closeup.png
Window x 67 to 92, y 36 to 61 um. Cells in grey, sequential cells in the stronger grey; small squares are vias.
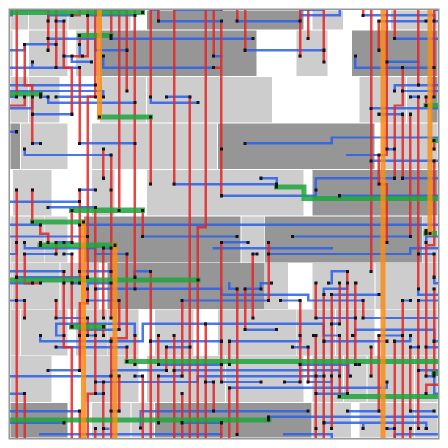
clock_wires.png
(4 px per um)
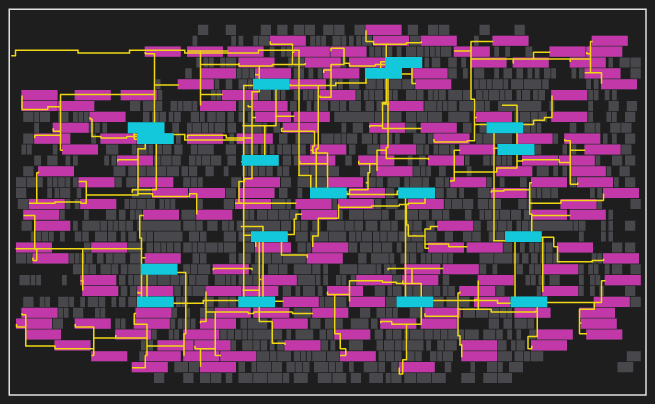
util_map.png
(2 px per um) 16 x 10 tiles, from black (low) to pale yellow (high), 0 to 100% covered.
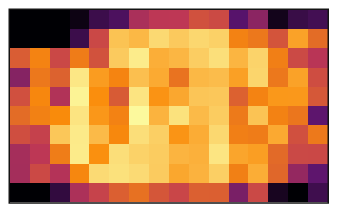
class_map.png
(3 px per um) Fill, decap, tap and diode cells in grey.
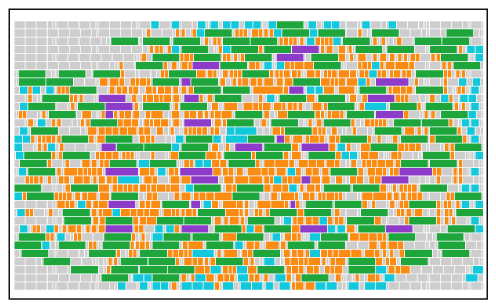
==> config.mk <==
export PLATFORM = sky130hd
export DESIGN_NAME = apes_multi_counter
export DESIGN_NICKNAME = d
export VERILOG_FILES = /design/src/rtl/apes_pkg.sv /design/src/rtl/apes_edge_sync.sv /design/src/rtl/apes_multi_counter.sv
export SDC_FILE = /design/constraint.sdc
export NUM_CORES = 1
export LEC_CHECK = 0
export CAP_MARGIN = 20
export CORE_ASPECT_RATIO = 0.6
export CORE_UTILIZATION = 56
export CTS_CLUSTER_DIAMETER = 120
export CTS_CLUSTER_SIZE = 28
export DETAILED_ROUTE_END_ITERATION = 16
export HOLD_SLACK_MARGIN = 0.08
export PLACE_DENSITY = 0.9
export SLEW_MARGIN = 20
export SYNTH_ARGS = -nofsm -noshare
export SYNTH_HDL_FRONTEND = slang
export SYNTH_SLANG_ARGS = --single-unit
export TNS_END_PERCENT = 100
==> constraint.sdc <==
create_clock -name clk -period 2.65 [get_ports clk]
set_clock_uncertainty 0.05 [all_clocks]
set_input_delay 0.3975 -clock clk [delete_from_list [all_inputs] [get_ports clk]]
set_output_delay 0.3975 -clock clk [all_outputs]
set_load 0.1 [all_outputs]
==> flow_metrics.env <==
# implementation run metrics
export IMPL_combPwrFrac_pct=13.1
export IMPL_worst_pin_slew_ns=0.819
export IMPL_design_die_area_um2=15300
export IMPL_post_route_drc_count=0
export IMPL_yosys_warnings=0
export IMPL_wl_per_cell_um=17.6
export IMPL_yosys_stat_cells=928
export IMPL_hold_class="reg2reg"
export IMPL_rsz0062_at_grt="false"
export IMPL_required_ns=2.95
export IMPL_warnings=32
export IMPL_cap_viol_max_count=0
export IMPL_crit_arrival_ns=2.72
export IMPL_grt_overflow_total=0
export IMPL_clkPwrFrac_pct=41.9
export IMPL_ant_nets=0
export IMPL_drv_slew=0
export IMPL_status="finished clean"
export IMPL_synthesis_nets=971
export IMPL_syn_area_um2=8260
export IMPL_path_class="in2reg"
export IMPL_fill_cells=998
export IMPL_p_int_mw=4.66
export IMPL_place_gp_congestion=0.951
export IMPL_ys_async_sr_fraction_pct=100
export IMPL_antenna_cells=0
export IMPL_ff2ff_path_depth=7
export IMPL_synth_edff_count=0
export IMPL_synth_cell_types=64
export IMPL_finalHoldViolations=0
export IMPL_syn_area_per_cell_um2=8.90
export IMPL_clock_sinks=168
export IMPL_synth_flops=168
export IMPL_dp_slack_ns=-0.112
export IMPL_topCellsByArea="dfrtp_1, nand2_1, o21ai_0"
export IMPL_top_cell="nand2_1"
export IMPL_dr_first_iter_drc_count=1029
export IMPL_max_freq_ghz=0.413
export IMPL_tritoncts="done"
export IMPL_common_cells="nand2_1, dfrtp_1, o21ai_0"
export IMPL_clockRootBuffer="clkbuf_16"
export IMPL_r2r_slack_ns=0.30
export IMPL_critPathCaptureType="flip-flop"
export IMPL_power_density_nw_per_um2=637
export IMPL_yosys_area_um2=8260
export IMPL_cts_htree_levels=4
export IMPL_syn_inst=928
export IMPL_antenna_found_initial=0
export IMPL_path_max_fanout=9
export IMPL_cts_buffers_inserted=17
## Picture notes: closeup.png
| colour | layer |
|---|---|
| red | M2 |
| orange | M4 |
| green | M3 |
| blue | M1 |
sequential cells in the window: 8
most frequent: dfrtp_1 (8), inv_1 (5)
cells with their middle in the window: 51

## Picture notes: clock_wires.png
[cyan] clock-net drivers | count: 17
[magenta] flip-flops | count: 168
[yellow] clock wires | length: 2,020 um
routed clock nets: 18
flops lie: spread over the die
worst skew pair latency: 0.43 ns
Clock net power: 2.69 mW

## Picture notes: util_map.png
nearly empty tiles: 5.6%
fullest tile: 99%
tiles over 75% full: 43%
mean over tiles: 65%
emptiest ninth of the die: top left
Core ar.: 14,000 um^2
final core area utilization: 71.8%
fp_density: 58.9%

## Picture notes: class_map.png
| colour | class | cells | share of their area |
|---|---|---|---|
| cyan | remaining buffers and delay cells | 134 | 12% |
| purple | clock drivers and dummy loads | 30 | 6.4% |
| green | registers | 168 | 43% |
| orange | remaining logic cells | 718 | 39% |
final instance area: 10,100 um^2
Core Rows: 33
sequential share of cell area: 41.7%

[logic make-up after synthesis]
kind of cell	count (synthesis)	share of synthesized area (%)
and+or+nand+nor	412	22.7
DFF	168	50.9
muxes	2	0.242
adders and majority gates	16	2.42
buffers and inverters	78	4.06
AOI/OAI and AO/OA	252	19.6
[timing repair]
| item | in CTS | in global routing |
|---|---|---|
| hold endpoints to repair | 58 | 0 |
| setup buffers | 0 | 0 |
| hold buffers | 1 | 0 |
[through the flow]
step | instance area (um^2) | setup TNS (ns) | utilization (%) | hold WS (ns)
3_3_place_gp | 9430 | -0.0316 | 67.2 | 0.288
6_report | 10100 | 0 | 71.8 | 0.302
2_1_floorplan | 8260 | 0 | - | 0.0519
4_1_cts | 10100 | 0 | 71.8 | 0.300
3_5_place_dp | 9430 | -1.36 | 67.2 | 0.286
5_1_grt | 10100 | 0 | 71.8 | 0.317
[layout make-up]
type | instances | area (um^2) | area share [%]
Tap cell | 192 | 240 | 2.38
Timing Repair Buffer | 134 | 1140 | 11.3
Clock buffer | 20 | 467 | 4.63
Inverter | 36 | 135 | 1.34
Multi-Input combinational cell | 682 | 3720 | 37.0
Sequential cell | 168 | 4200 | 41.7
Clock inverter | 10 | 166 | 1.65
[power groups by stage]
stage | Sequential (mW) | Clock (mW) | Combinational, mW
after floorplan | 2.99 | 0 | 0.415
after global placement | 2.91 | 0 | 0.793
after detailed placement | 2.92 | 0 | 0.823
after CTS | 2.87 | 2.70 | 0.836
after global routing | 2.90 | 2.81 | 0.929
final | 2.88 | 2.69 | 0.844
[cells in the final DEF (no fill, tap or decap), types with 9 or more instances in the layout]
| master | synthesis | routed |
|---|---|---|
| o21ai_0 | 65 | 65 |
| nand3_1 | 31 | 31 |
| nor3_1 | 26 | 26 |
| clkdlybuf4s50_1 | 0 | 25 |
| clkbuf_16 | 0 | 17 |
| nand4_1 | 17 | 17 |
| nand2_1 | 228 | 228 |
| ha_1 | 16 | 16 |
| a21oi_1 | 55 | 55 |
| o21a_1 | 9 | 9 |
| o31ai_1 | 15 | 15 |
| buf_4 | 0 | 102 |
| o2bb2ai_1 | 12 | 12 |
| inv_1 | 34 | 34 |
| nor2_1 | 48 | 48 |
| and2_1 | 9 | 9 |
| a31oi_1 | 23 | 23 |
| dfrtp_1 | 168 | 168 |
[routing by layer]
metal | GRT usage, % | vias up | wire (um)
met5 | 0 | - | 0
met4 | 10.9 | 0 | 412
met3 | 7.20 | 48 | 2140
met2 | 46.6 | 443 | 9670
met1 | 42.2 | 3726 | 9640
li1 | - | 3517 | -
[critical path: stages]
cell	delay, ns
clkdlybuf4s50_1	0.50
inv_1	0.06
ha_1	0.45
a21oi_1	0.08
a221o_1	0.40
a41oi_4	0.34
buf_4	0.20
o31ai_1	0.08
a21oi_1	0.20
Power figures rest on the tool's default switching activity, not on a simulated workload.
